**config.mk**
```make
export PLATFORM = sky130hd
export DESIGN_NAME = i2s_rx
export DESIGN_NICKNAME = d
export VERILOG_FILES = /design/src/rtl/i2s_pkg.sv /design/src/rtl/i2s_edge_sync.sv /design/src/rtl/i2s_rx.sv
export SDC_FILE = /design/constraint.sdc
export NUM_CORES = 1
export LEC_CHECK = 0
export CORE_ASPECT_RATIO = 1.1
export CORE_MARGIN = 8
export CORE_UTILIZATION = 35
export DETAILED_ROUTE_END_ITERATION = 10
export PLACE_DENSITY = 0.57
export SYNTH_ARGS = -nofsm -noshare
export SYNTH_HDL_FRONTEND = slang
export SYNTH_SLANG_ARGS = --single-unit
```
**constraint.sdc**
```tcl
create_clock -name CLK -period 3.1 [get_ports CLK]
set_input_delay 0.62 -clock CLK [delete_from_list [all_inputs] [get_ports CLK]]
set_output_delay 0.62 -clock CLK [all_outputs]
set_load 0.01 [all_outputs]
```
**src/rtl/i2s_pkg.sv**
```systemverilog
// Shared types and constants for the I2S capture path.
//   i2s_rx_state_t : receive FSM states
//   LEFT / RIGHT   : channel encoding, matches the LRCLK level of the slot
package i2s_pkg;

  typedef enum logic [1:0] {
    SYNC    = 2'd0,
    CAPTURE = 2'd1,
    PAD     = 2'd2
  } i2s_rx_state_t;

  localparam logic LEFT  = 1'b0;
  localparam logic RIGHT = 1'b1;

endpackage

```
**src/rtl/i2s_edge_sync.sv**
```systemverilog
// Registers the I2S pins into the CLK domain and flags SCLK rising edges.
//   clk, rst_n : MCLK and async active-low reset
//   sclk       : bit clock pin
//   lrclk      : word select pin
//   dout       : serial data pin
//   sclk_rise  : high for one CLK when a registered SCLK rise is seen
//   lrclk_q    : LRCLK aligned with sclk_rise
//   dout_q     : DOUT aligned with sclk_rise
module i2s_edge_sync (
  input  logic clk,
  input  logic rst_n,
  input  logic sclk,
  input  logic lrclk,
  input  logic dout,
  output logic sclk_rise,
  output logic lrclk_q,
  output logic dout_q
);

  logic sclk_q;
  logic sclk_qq;
  logic sclk_d;
  logic lrclk_d;
  logic dout_d;

  always_comb begin
    sclk_d  = sclk;
    lrclk_d = lrclk;
    dout_d  = dout;
  end

  // LRCLK/DOUT are consumed from the first stage so they line up with
  // sclk_q; the second stage exists only on SCLK to detect its edge.
  always_ff @(posedge clk or negedge rst_n) begin
    if (!rst_n) begin
      sclk_q  <= 1'b0;
      sclk_qq <= 1'b0;
      lrclk_q <= 1'b0;
      dout_q  <= 1'b0;
    end else begin
      sclk_q  <= sclk_d;
      sclk_qq <= sclk_q;
      lrclk_q <= lrclk_d;
      dout_q  <= dout_d;
    end
  end

  assign sclk_rise = sclk_q & ~sclk_qq;

endmodule

```
**src/rtl/i2s_rx.sv**
```systemverilog
// I2S receiver: deserialises one left and one right word per frame from the
// codec and writes the {left,right} pair into a CLK-domain sample FIFO.
//   CLK, RESET_N  : MCLK and async active-low reset
//   ENABLE        : capture enable; low resynchronises and blocks writes
//   SCLK, LRCLK   : FPGA-generated bit clock and word select (0 = left)
//   DOUT          : codec serial data, MSB first, one-bit I2S delay
//   FIFO_FULL     : FIFO write-side full, sampled in the write-decision cycle
//   AUDIO_IN      : {left,right} pair, valid while FIFO_WRITE is high
//   FIFO_WRITE    : single-cycle write strobe
//   OVERRUN       : sticky, a frame was dropped on FIFO_FULL
//   FRAME_ERR     : sticky, a slot ended before SAMPLE_WIDTH bits arrived
//   CLR_FLAGS     : clears OVERRUN/FRAME_ERR; a same-cycle set wins
module i2s_rx
  import i2s_pkg::*;
#(
  parameter int unsigned SAMPLE_WIDTH = 16,
  parameter int unsigned CNT_WIDTH    = 6
) (
  input  logic                      CLK,
  input  logic                      RESET_N,
  input  logic                      ENABLE,
  input  logic                      SCLK,
  input  logic                      LRCLK,
  input  logic                      DOUT,
  input  logic                      FIFO_FULL,
  output logic [2*SAMPLE_WIDTH-1:0] AUDIO_IN,
  output logic                      FIFO_WRITE,
  output logic                      OVERRUN,
  output logic                      FRAME_ERR,
  input  logic                      CLR_FLAGS
);

  localparam int unsigned PAIR_W = 2 * SAMPLE_WIDTH;

  logic sclk_rise;
  logic lrclk_q;
  logic dout_q;
  logic boundary;

  i2s_rx_state_t           state_q,   state_d;
  logic [CNT_WIDTH-1:0]    cnt_q,     cnt_d;
  logic                    ch_q,      ch_d;
  logic                    lr_prev_q, lr_prev_d;
  logic [SAMPLE_WIDTH-1:0] sreg_l_q,  sreg_l_d;
  logic [SAMPLE_WIDTH-1:0] sreg_r_q,  sreg_r_d;
  logic                    done_q,    done_d;
  logic [PAIR_W-1:0]       audio_q,   audio_d;
  logic                    wr_q,      wr_d;
  logic                    ovr_q,     ovr_d;
  logic                    ferr_q,    ferr_d;

  i2s_edge_sync u_sync (
    .clk       (CLK),
    .rst_n     (RESET_N),
    .sclk      (SCLK),
    .lrclk     (LRCLK),
    .dout      (DOUT),
    .sclk_rise (sclk_rise),
    .lrclk_q   (lrclk_q),
    .dout_q    (dout_q)
  );

  // Slot boundary: the word select changed since the previous bit.
  assign boundary = (lrclk_q != lr_prev_q);

  // Next-state, capture and write-decision logic.
  always_comb begin
    state_d   = state_q;
    cnt_d     = cnt_q;
    ch_d      = ch_q;
    lr_prev_d = lr_prev_q;
    sreg_l_d  = sreg_l_q;
    sreg_r_d  = sreg_r_q;
    audio_d   = audio_q;
    done_d    = 1'b0;
    wr_d      = 1'b0;
    ovr_d     = CLR_FLAGS ? 1'b0 : ovr_q;
    ferr_d    = CLR_FLAGS ? 1'b0 : ferr_q;

    if (sclk_rise) begin
      lr_prev_d = lrclk_q;
    end

    if (!ENABLE) begin
      state_d = SYNC;
      cnt_d   = '0;
    end else begin
      // Pair completed on the previous bit: write it or count a drop.
      if (done_q) begin
        if (FIFO_FULL) begin
          ovr_d = 1'b1;
        end else begin
          wr_d    = 1'b1;
          audio_d = {sreg_l_q, sreg_r_q};
        end
      end

      if (sclk_rise) begin
        case (state_q)
          SYNC: begin
            // Boundary bit carries the previous word's LSB and is dropped.
            if (boundary && (lrclk_q == LEFT)) begin
              state_d = CAPTURE;
              cnt_d   = '0;
              ch_d    = LEFT;
            end
          end
          CAPTURE: begin
            if (boundary) begin
              ferr_d  = 1'b1;
              state_d = SYNC;
              cnt_d   = '0;
            end else begin
              if (ch_q == LEFT) begin
                sreg_l_d = {sreg_l_q[SAMPLE_WIDTH-2:0], dout_q};
              end else begin
                sreg_r_d = {sreg_r_q[SAMPLE_WIDTH-2:0], dout_q};
              end
              cnt_d = cnt_q + CNT_WIDTH'(1);
              if (cnt_q == CNT_WIDTH'(SAMPLE_WIDTH - 1)) begin
                state_d = PAD;
                done_d  = (ch_q == RIGHT);
              end
            end
          end
          PAD: begin
            if (boundary) begin
              state_d = CAPTURE;
              cnt_d   = '0;
              ch_d    = lrclk_q;
            end
          end
          default: begin
            state_d = SYNC;
            cnt_d   = '0;
          end
        endcase
      end
    end
  end

  // State and output registers.
  always_ff @(posedge CLK or negedge RESET_N) begin
    if (!RESET_N) begin
      state_q   <= SYNC;
      cnt_q     <= '0;
      ch_q      <= LEFT;
      lr_prev_q <= 1'b0;
      sreg_l_q  <= '0;
      sreg_r_q  <= '0;
      done_q    <= 1'b0;
      audio_q   <= '0;
      wr_q      <= 1'b0;
      ovr_q     <= 1'b0;
      ferr_q    <= 1'b0;
    end else begin
      state_q   <= state_d;
      cnt_q     <= cnt_d;
      ch_q      <= ch_d;
      lr_prev_q <= lr_prev_d;
      sreg_l_q  <= sreg_l_d;
      sreg_r_q  <= sreg_r_d;
      done_q    <= done_d;
      audio_q   <= audio_d;
      wr_q      <= wr_d;
      ovr_q     <= ovr_d;
      ferr_q    <= ferr_d;
    end
  end

  assign AUDIO_IN   = audio_q;
  assign FIFO_WRITE = wr_q;
  assign OVERRUN    = ovr_q;
  assign FRAME_ERR  = ferr_q;

endmodule

```
==> impl_metrics.tcl <==
# flow metrics
set metrics [dict create \
    status "complete, no violations" \
    cp-endpoint "sreg_l_q[14]$_DFFE_PN0P_" \
    relSlewSlack_pct 32.0 \
    synth.area.top_cells "dfrtp_1, nand2_1, mux2_2" \
    synth.cellmix.simpleShare_pct 17.4 \
    rsz0062_at_grt "no" \
    place_inst 432 \
    critPathCaptureType "flip-flop" \
    drive_above_1_share_pct 16.6 \
    nets 336 \
    warnings 26 \
    floorplan.core_util_pct 35.4 \
    synth.distinct_cells 38 \
    syn_inst 281 \
    holdWs_ns 0.408 \
    crit_path_cell_trace "clkdlybuf4s50_1, and2b_1, nand4_1, nor2_4, mux2_2" \
    yosys_warnings 0 \
    clockBufferDepth 2 \
    synth_dominant_cell_count "nand2_1" \
    reg2reg_from "u_sync.lrclk_q$_DFF_PN0_" \
    grt_max_degree 83 \
    timing.rr.end "sreg_l_q[14]$_DFFE_PN0P_" \
    min_from "u_sync.sclk_q$_DFF_PN0_" \
    yosys-stat-cells 281 \
    required_ns 3.33 \
    powerSeq_w 0.00109 \
    holdPathEnd "u_sync.sclk_qq$_DFF_PN0_" \
    layout.cells.most_common "nand2_1" \
    viasPerCell 4.61 \
    xor_share_pct 0.269 \
    ant_nets 0 \
    drt-initial-drc-count 59 \
    period_minus_slack_ns 2.17 \
    ctsResizeCount 0 \
    place_hpwl_um 4050 \
    post_drt_wl_per_cell_um 13.7 \
    cts-root-buf "clkbuf_8" \
    ff2ff_setup_slack_ns 1.07 \
    setup_tns_ns 0 \
    cp_slowest_stage_delay_ns 0.60 \
    core-area_sq_um 9210 \
    ys.flops 82 \
    maxPowerGroup "sequential cells" \
    finalMaxSlewViolations 0 \
    cap_violations 0 \
    synth_area_sq_um 3260 \
    pg_comb_w 0.0000647 \
]
==> critical path, delay by kind of cell <==
| family | cells | cell delay (ns) |
|---|---|---|
| AND/OR/NAND/NOR | 3 | 0.78 |
| buffers and inverters | 1 | 0.60 |
| multiplexers | 1 | 0.39 |
==> per-layer routing <==
layer | routed length, um | track usage (%) | vias to the layer above
met5 | 0 | 0 | -
met4 | 92 | 5.00 | 0
met3 | 330 | 3.07 | 8
met2 | 2870 | 16.4 | 36
met1 | 2820 | 12.6 | 999
li1 | - | - | 1023
==> area by class of cell <==
cell class | count | area, sq um
Clock buffer | 11 | 131
Fill cell | 901 | 5230
Multi-Input combinational cell | 182 | 1130
Clock inverter | 5 | 55.1
Timing Repair Buffer | 44 | 445
Sequential cell | 82 | 2050
Tap cell | 117 | 146
Inverter | 7 | 26.3
Clock nets:
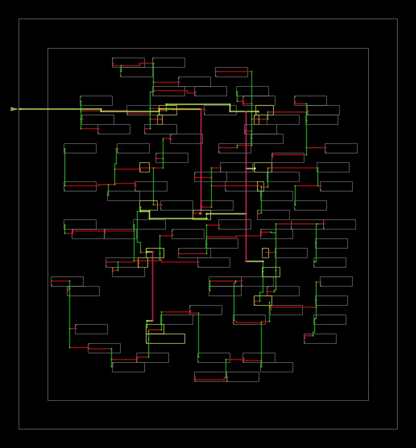
Layout Skew: 0.00746 ns
Seq cells: 82

Cell classes on the final placement:
Drawn at 3 px/um. Fill, decap, tap and diode cells in gray.
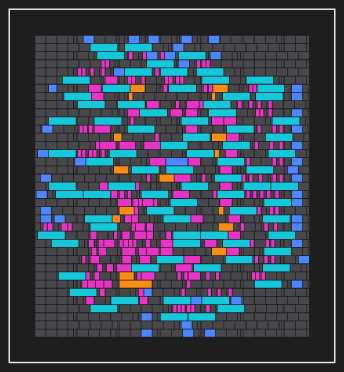
class	color	cells	share of their area
other buffers and delay cells	blue	44	12%
clock drivers and dummy loads	orange	16	4.9%
all other logic	magenta	189	30%
flip-flops	cyan	82	53%

Pin map:
Drawn at 2 px/um. Pins as bars across the die edge, other pins in gray.
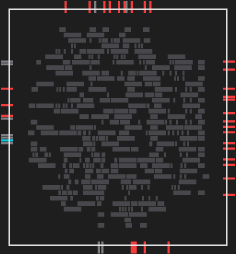
port	color	pins	direction	edge
AUDIO_IN	red	32	output	15 right, 9 top, 5 bottom, 3 left
CLR_FLAGS	cyan	1	input	left
die width: 108 um
Die Y: 117 um
Port-buffer cells: 42

